**src/rtl/rr_arbiter8.sv**
```systemverilog
// Round-robin output-port arbiter with wormhole lock: a registered one-hot grant
// is held for a whole packet, and the pointer rotates past each winner so no input starves.
module rr_arbiter8 #(
  parameter int N       = 8,
  parameter bit LOCK_EN = 1'b1
) (
  input  logic         clk,
  input  logic         reset_n,
  input  logic [N-1:0] req,
  input  logic [N-1:0] release_i,
  output logic [N-1:0] grant,
  output logic         grant_valid
);

  localparam int PW = (N > 1) ? $clog2(N) : 1;

  typedef enum logic {
    IDLE,
    HOLD
  } state_e;

  state_e         state_q, state_d;
  logic [PW-1:0]  ptr_q, ptr_d;
  logic [N-1:0]   grant_q, grant_d;
  logic           valid_q, valid_d;

  logic           found;
  logic [PW-1:0]  win;
  logic           hold_end;
  logic           arb;
  int             idx;

  // Circular scan starting at ptr; the first requester met wins.
  always_comb begin
    found = 1'b0;
    win   = '0;
    idx   = 0;
    for (int i = 0; i < N; i++) begin
      idx = int'(ptr_q) + i;
      if (idx >= N) idx = idx - N;
      if (!found && req[PW'(idx)]) begin
        found = 1'b1;
        win   = PW'(idx);
      end
    end
  end

  always_comb begin
    state_d  = state_q;
    ptr_d    = ptr_q;
    grant_d  = grant_q;
    hold_end = |(grant_q & (release_i | ~req));
    arb      = !LOCK_EN || (state_q == IDLE) || hold_end;

    // A finished packet re-arbitrates in the same cycle, so there is no bubble.
    if (arb) begin
      if (found) begin
        grant_d      = '0;
        grant_d[win] = 1'b1;
        ptr_d        = (win == PW'(N - 1)) ? '0 : win + 1'b1;
        state_d      = HOLD;
      end else begin
        grant_d = '0;
        state_d = IDLE;
      end
    end
    valid_d = |grant_d;
  end

  always_ff @(posedge clk or negedge reset_n) begin
    if (!reset_n) begin
      state_q <= IDLE;
      ptr_q   <= '0;
      grant_q <= '0;
      valid_q <= 1'b0;
    end else begin
      state_q <= state_d;
      ptr_q   <= ptr_d;
      grant_q <= grant_d;
      valid_q <= valid_d;
    end
  end

  assign grant       = grant_q;
  assign grant_valid = valid_q;

endmodule

```
**config.mk**
```make
export PLATFORM = sky130hd
export DESIGN_NAME = rr_arbiter8
export DESIGN_NICKNAME = d
export VERILOG_FILES = /design/src/rtl/rr_arbiter8.sv
export SDC_FILE = /design/constraint.sdc
export NUM_CORES = 1
export LEC_CHECK = 0
export ABC_AREA = 1
export CAP_MARGIN = 20
export CORE_AREA = 2 2 58 60
export DETAILED_ROUTE_END_ITERATION = 8
export DIE_AREA = 0 0 60 62
export PLACE_DENSITY = 0.81
export SKIP_LAST_GASP = 1
export SYNTH_ARGS = -nofsm -noshare
export SYNTH_HDL_FRONTEND = slang
export SYNTH_SLANG_ARGS = --single-unit
export TNS_END_PERCENT = 30
```
**constraint.sdc**
```tcl
create_clock -name clk -period 3.78 [get_ports clk]
set_clock_uncertainty 0.2 [all_clocks]
set_input_delay 1.134 -clock clk [delete_from_list [all_inputs] [get_ports clk]]
set_output_delay 1.134 -clock clk [all_outputs]
set_load 0.01 [all_outputs]
```
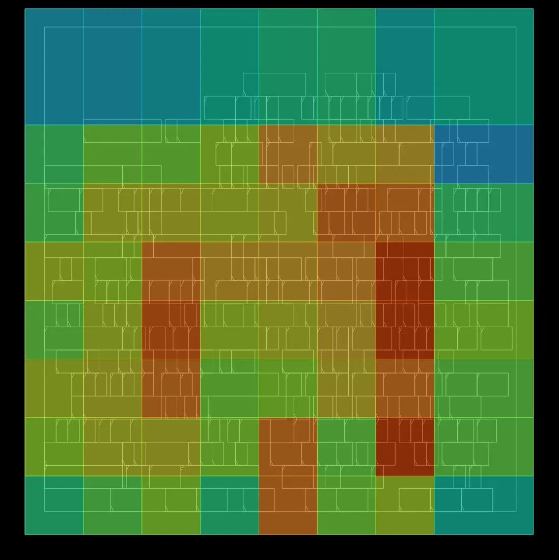
Fig. 1. Routing congestion.
overall routing resource usage: 0.236
routed length per placed instance: 12.2 um

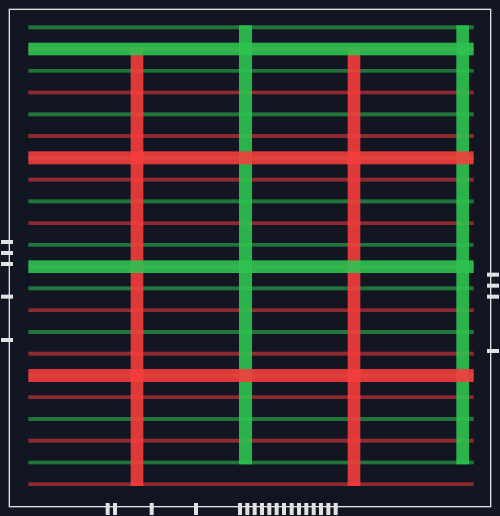
Fig. 2. PDN straps and rails.
Drawn at 8 px/um. Pins as bars on the die edge.
green -> VDD
red -> VSS
met4 straps = 4
met1 rails = 22
rows = 21
signal pins = 27
met5 straps = 4

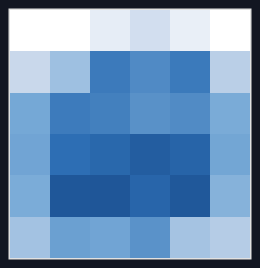
Fig. 3. Placement density heat map.
Drawn at 4 px/um. The die is cut into 6 by 6 equal tiles; white is low, dark blue is high, 0 to 100% covered.
nearly empty tiles = 8.3%
mean over tiles = 50%
fullest tile = 85%

==> flow_results.org <==
#+TITLE: Synthesis and PnR summary

** Run status
- Result of the run :: finished, final reports clean

** Yosys
- Number of flops mapped to enable cells by yosys :: 0
- Sorting the synthesized cells by area gives the leading types as sky130_fd_sc_hd__dfrtp_1 20%, sky130_fd_sc_hd__nand2_1 13%, sky130_fd_sc_hd__nand3_2 12%.
- Among the non-sequential cells, simple AND/OR/NAND/NOR gates take the most area.
- FFs w/ async S/R, synth :: 1.00
- Of the synthesized area, sequential elements account for 0.204.
- Simple logic cell fraction of the synthesized area :: 0.571
- When the netlist entered floorplanning its net count stood at 273.

** Worst setup path
- Data on the critical path is required at its endpoint by 3.73 ns.
- Worst setup slack for register-to-register paths :: 0.57 ns
- STA classifies the critical path startpoint as an input pin.
- By instance count, the cell type seen most on the critical path is sky130_fd_sc_hd__nand2_1.

** Floorplanning
- 27 I/O pins were placed.
- The floorplan has 21 rows.
- According to the floorplan report, the total die area is ~3700 um^2.

** Final layout
- Multi-input gate count :: about 190
- Final non-clock buffer share :: 0.147
- Proportion of cell area spent on the clock network :: 0.0143
- Finished layout cell area :: slightly below 2000 um^2
- Final standard cell utilization of the core :: 0.607
- Multi-input gate area in the final layout :: 1070 um^2
- Cell class with the largest area share :: multi-input combinational cells
- Flip-flop and latch area :: 325 um^2

** CTS
- Once the clock tree was built, the resizer swapped 0 gates to a different size.
- On the worst setup and hold paths after CTS, the clock-pin slew comes to 0.08 ns.
- H-tree levels :: 1
- Looking at the clock tree report, the maximum root-to-sink buffer count equals 2.
- CTS tree :: built

** Place
- Logged for this run, the post-placement worst setup slack is 0.172 ns.
- For this run the detailed placement stage logged an HPWL of between 3 and 4 mm.
- RePlAce ended its routability-driven mode at a weighted congestion of 0.942.

** Min path
- Endpoint with the worst hold slack :: grant[4]

** Global routing
- Final global-route overflow total :: 0
- The initial antenna violation count is 0.
- Pin count of the biggest net entering global routing :: 14

** Routing
- Detailed routing placed a total of 1.95 mm of wire on met2.
- The wire length recorded after detailed routing is 4.00 mm.
